Floorplan with the power grid:
Scale bar: 50 µm. Pins as bars on the die edge. Tap cells in gray.
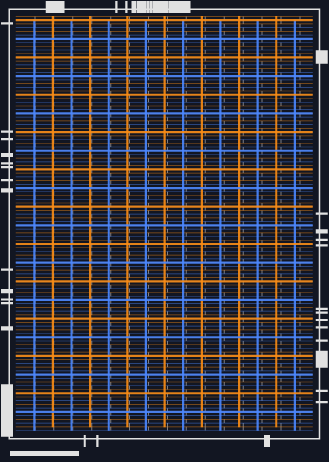
Placement by cell class:
Scale bar: 50 µm.
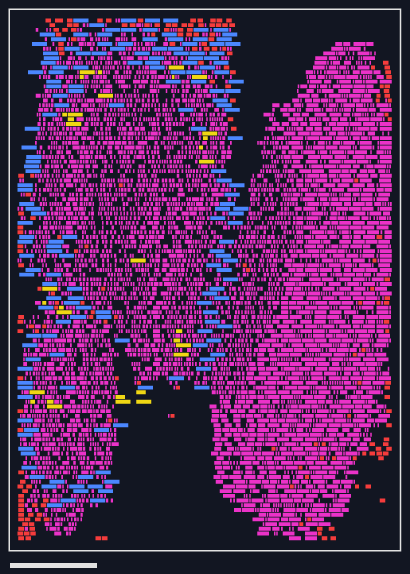
Clock wires, drivers and flops:
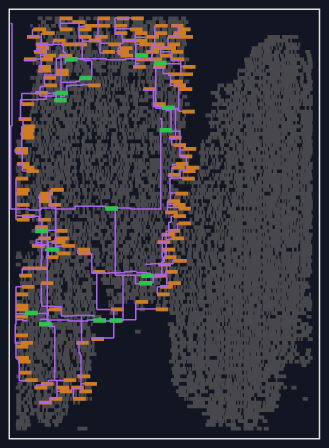
Routed metal, one color a layer:
Scale bar: 50 µm. Two of the layers only.
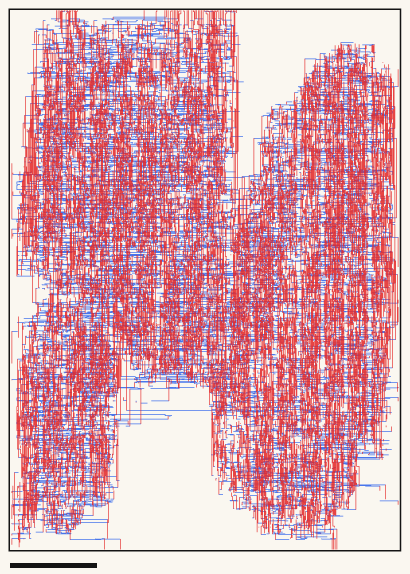
Placement view:
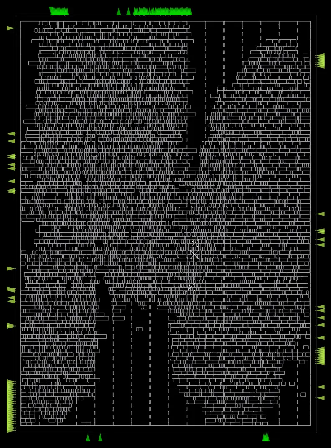
### src/rtl/pol2rec.sv
// Polar-to-rectangular converter: iterative CORDIC in rotation mode, one
// micro-rotation per enabled clock, results returned in signed 16.16.
module pol2rec #(
    parameter int unsigned NITER = 32,
    parameter logic [31:0] KINV  = 32'h9B74EDA8
) (
    input  logic        clock,
    input  logic        reset,
    input  logic        enable,
    input  logic        start,
    input  logic [31:0] mod_in,
    input  logic [31:0] angle_in,
    output logic [31:0] x_res,
    output logic [31:0] y_res,
    output logic        busy,
    output logic        done,
    output logic [1:0]  state_dbg
);

    // Handshake: start is a single-cycle request honoured only in IDLE with
    // enable high; done pulses for one enabled cycle as x_res/y_res update.

    localparam int IW = (NITER > 1) ? $clog2(NITER) : 1;
    localparam logic [IW-1:0]     LAST   = IW'(NITER - 1);
    localparam logic signed [31:0] DEG90  = 32'sh5A000000;
    localparam logic [31:0]        DEG180 = 32'hB4000000;

    typedef enum logic [1:0] {IDLE = 2'd0, RUN = 2'd1, DONE = 2'd2} state_t;

    state_t             state, state_nx;
    logic [IW-1:0]      i;
    logic signed [33:0] x, y, x_nx, y_nx;
    logic signed [31:0] z, z_nx, z0, atan_i;
    logic               neg, neg0;
    logic [31:0]        x0, x_out, y_out;

    // atan(2^-i) in degrees, signed 8.24, rounded to nearest
    function automatic logic signed [31:0] atan_rom(input logic [IW-1:0] idx);
        case (int'(idx))
            0:       atan_rom = 32'sh2D000000;
            1:       atan_rom = 32'sh1A90A732;
            2:       atan_rom = 32'sh0E094740;
            3:       atan_rom = 32'sh07200112;
            4:       atan_rom = 32'sh03938AA6;
            5:       atan_rom = 32'sh01CA3795;
            6:       atan_rom = 32'sh00E52A1B;
            7:       atan_rom = 32'sh007296D8;
            8:       atan_rom = 32'sh00394BA5;
            9:       atan_rom = 32'sh001CA5DA;
            10:      atan_rom = 32'sh000E52EE;
            11:      atan_rom = 32'sh00072977;
            12:      atan_rom = 32'sh000394BC;
            13:      atan_rom = 32'sh0001CA5E;
            14:      atan_rom = 32'sh0000E52F;
            15:      atan_rom = 32'sh00007297;
            16:      atan_rom = 32'sh0000394C;
            17:      atan_rom = 32'sh00001CA6;
            18:      atan_rom = 32'sh00000E53;
            19:      atan_rom = 32'sh00000729;
            20:      atan_rom = 32'sh00000395;
            21:      atan_rom = 32'sh000001CA;
            22:      atan_rom = 32'sh000000E5;
            23:      atan_rom = 32'sh00000073;
            24:      atan_rom = 32'sh00000039;
            25:      atan_rom = 32'sh0000001D;
            26:      atan_rom = 32'sh0000000E;
            27:      atan_rom = 32'sh00000007;
            28:      atan_rom = 32'sh00000004;
            29:      atan_rom = 32'sh00000002;
            30:      atan_rom = 32'sh00000001;
            default: atan_rom = 32'sh00000000;
        endcase
    endfunction

    // Fold |angle| > 90 into the converging range; the half-turn is undone
    // by negating both results.
    always_comb begin
        z0   = angle_in;
        neg0 = 1'b0;
        if ($signed(angle_in) > DEG90) begin
            z0   = angle_in - DEG180;
            neg0 = 1'b1;
        end else if ($signed(angle_in) < -DEG90) begin
            z0   = angle_in + DEG180;
            neg0 = 1'b1;
        end
    end

    assign x0 = 32'((64'(mod_in) * 64'(KINV)) >> 32);

    always_comb begin
        atan_i = atan_rom(i);
        x_nx   = x;
        y_nx   = y;
        z_nx   = z;
        if (!z[31]) begin
            x_nx = x - (y >>> i);
            y_nx = y + (x >>> i);
            z_nx = z - atan_i;
        end else begin
            x_nx = x + (y >>> i);
            y_nx = y - (x >>> i);
            z_nx = z + atan_i;
        end
    end

    assign x_out = neg ? -x[31:0] : x[31:0];
    assign y_out = neg ? -y[31:0] : y[31:0];

    always_ff @(posedge clock or negedge reset) begin
        if (!reset) state <= IDLE;
        else        state <= state_nx;
    end

    always_comb begin
        state_nx = state;
        if (enable) begin
            case (state)
                IDLE:    if (start) state_nx = RUN;
                RUN:     if (i == LAST) state_nx = DONE;
                DONE:    state_nx = IDLE;
                default: state_nx = IDLE;
            endcase
        end
    end

    assign busy      = (state != IDLE);
    assign state_dbg = state;

    always_ff @(posedge clock or negedge reset) begin
        if (!reset) begin
            i     <= '0;
            x     <= '0;
            y     <= '0;
            z     <= '0;
            neg   <= 1'b0;
            x_res <= '0;
            y_res <= '0;
            done  <= 1'b0;
        end else if (enable) begin
            done <= 1'b0;
            case (state)
                IDLE: begin
                    if (start) begin
                        i   <= '0;
                        x   <= {2'b00, x0};
                        y   <= '0;
                        z   <= z0;
                        neg <= neg0;
                    end
                end
                RUN: begin
                    x <= x_nx;
                    y <= y_nx;
                    z <= z_nx;
                    if (i != LAST) i <= i + IW'(1);
                end
                DONE: begin
                    x_res <= x_out;
                    y_res <= y_out;
                    done  <= 1'b1;
                end
                default: ;
            endcase
        end
    end

endmodule

### config.mk
export PLATFORM = sky130hd
export DESIGN_NAME = pol2rec
export DESIGN_NICKNAME = d
export VERILOG_FILES = /design/src/rtl/pol2rec.sv
export SDC_FILE = /design/constraint.sdc
export NUM_CORES = 2
export LEC_CHECK = 0
export ABC_AREA = 1
export CAP_MARGIN = 10
export CORE_ASPECT_RATIO = 1.4
export CORE_MARGIN = 4
export CORE_UTILIZATION = 60
export CTS_CLUSTER_DIAMETER = 120
export DETAILED_ROUTE_END_ITERATION = 6
export GPL_ROUTABILITY_DRIVEN = 0
export HOLD_SLACK_MARGIN = 0.03
export PLACE_DENSITY = 0.87
export SLEW_MARGIN = 10
export SYNTH_ARGS = -nofsm -noshare
export SYNTH_HDL_FRONTEND = slang
export SYNTH_SLANG_ARGS = --single-unit
export TNS_END_PERCENT = 10
### constraint.sdc
create_clock -name clock -period 9.3 [get_ports clock]
set_input_delay 1.86 -clock clock [delete_from_list [all_inputs] [get_ports clock]]
set_output_delay 1.86 -clock clock [all_outputs]
set_load 0.02 [all_outputs]
==> reports/metrics.cfg <==
[worst_hold_path]
hold_path.class=reg2reg

[yosys]
ys_cells=5481
synthArstFlopShare=1.00
ys_sh_aoi=0.113
synth.area.top_cells=fa_1 (23%), ha_1 (15%), nand2_1 (11%)
synth_area_um2=39600
synth_top_area_share=0.232
fp_nets=6475
edf_count=0
yosys_warnings=0
yosys.area_share.xor_xnor=0.0371
synth_flops=173
synth_cells=5481
simple_gate_area_frac=0.238
top_area_cell=fa_1

[cells_and_area]
layout.area.seq_um2=4330
largestClassByArea=logic gates
drive_gt1_frac=0.0380
nNetsFinal=6538
comb_cells=4085
clk_share=0.0136
bufAreaShareNonClock=0.0422
logic_area_um2=30500
lay_top_count=nand2_1

[floorplanning]
die_y_um=312
die_w_um=225

[route]
wire_per_inst_um=20.5
avgViaCountPerCell=6.01
firstDrtPassIters=7
routed_wl_um=131000
vias=38500
post-route-drc-count=3

[grt]
grt_use_met3=0.0836
use_met1=0.380
overflow=0
first_global_vias=39500
grt_use_total=0.371

[placement]
place_area_um2=41700
numPortBuffers=135
dp.cells=6372

[sta]
max_freq_ghz=0.111
worst_slew_pin_slew_ps=1120
period_needed_ps=9030
finalClockPeriodUsage=0.971
postLayoutSetupSlackWorst_ps=274
setup_viol=0
rsz0062_at_grt=no
hold_viol_final=0
setup_tns_ps=0
drv_slew=0

[clocking]
clk_pin_slew_worst_paths_ps=70
cts_tree=built
cts-buffers-inserted=17
htree_levels=4

[status]
outcome=complete, but fails checks
violations=DRC

[worst_setup_path]
path_max_fanout=7
cp.required_ps=9720
rr_endpoint=x[27]$_DFFE_PN0P_
max_stage_delay_ps=780

[run]
warnings=35

About 'floorplan with the power grid':
Key: VSS = blue; VDD = orange
22 straps on met5. 136 signal pins sit on the boundary. 847 tap cells. 112 met1 rails follow the rows.

About 'placement by cell class':
Key: remaining buffers and delay cells = red [cells 192, share of their area 4.3%]; combinational and other logic = magenta [cells 5160, share of their area 84%]; sequential cells = blue [cells 173, share of their area 11%]; clock drivers and dummy loads = yellow [cells 32, share of their area 1.4%]

About 'clock wires, drivers and flops':
Key: clock drivers = green [count 17]; flip-flops = orange [count 173]; clock wires = purple [length 2840 µm]
There are 18 routed clock nets.

About 'routed metal, one color a layer':
Key: metal 2 = red [wire length 61.3 mm]; metal 1 = blue [wire length 42.1 mm]

About 'placement view':
seq_cells: 173
Seq/total area: 0.103
tap cells: 847
fin cells: 6404
final core utilization: 0.646

==> what timing repair did <==
action | CTS | global route
endpoints found under the setup margin | 0 | 1
gates resized | 0 | 2
endpoints found under the hold margin | 0 | 0
==> worst min-delay path by stage <==
stage	startpoint	end	slack, ps	cells after the start
after global placement	y_res[28]$_DFFE_PN0P_	y_res[28]$_DFFE_PN0P_	460	2
after global routing	x_res[7]$_DFFE_PN0P_	x_res[7]$_DFFE_PN0P_	510	2
final	y_res[28]$_DFFE_PN0P_	y_res[28]$_DFFE_PN0P_	490	2
after detailed placement	y_res[31]$_DFFE_PN0P_	y_res[31]$_DFFE_PN0P_	470	2
after floorplan	z[30]$_DFFE_PN0P_	z[30]$_DFFE_PN0P_	460	2
after CTS	y_res[28]$_DFFE_PN0P_	y_res[28]$_DFFE_PN0P_	490	2
==> critical path: cells and delay by family <==
kind	cells	cell delay (ps)
AND-OR/OR-AND	5	1290
adder cells (fa/ha/maj)	9	4260
buffers and inverters	6	1590
AND/OR/NAND/NOR	6	450
==> sequential cells by signal (all words and copies together) (netlist names) <==
signal,cells
done,1
i,5
neg,1
state_dbg,2
x,34
x_res,32
y,34
y_res,32
z,32
==> through the flow <==
| step | hold slack [ps] | utilization |
|---|---|---|
| after floorplan | 455 | - |
| after global routing | 514 | 0.646 |
| after global placement | 465 | 0.637 |
| after detailed placement | 466 | 0.637 |
| after CTS | 486 | 0.646 |
| final | 487 | 0.646 |
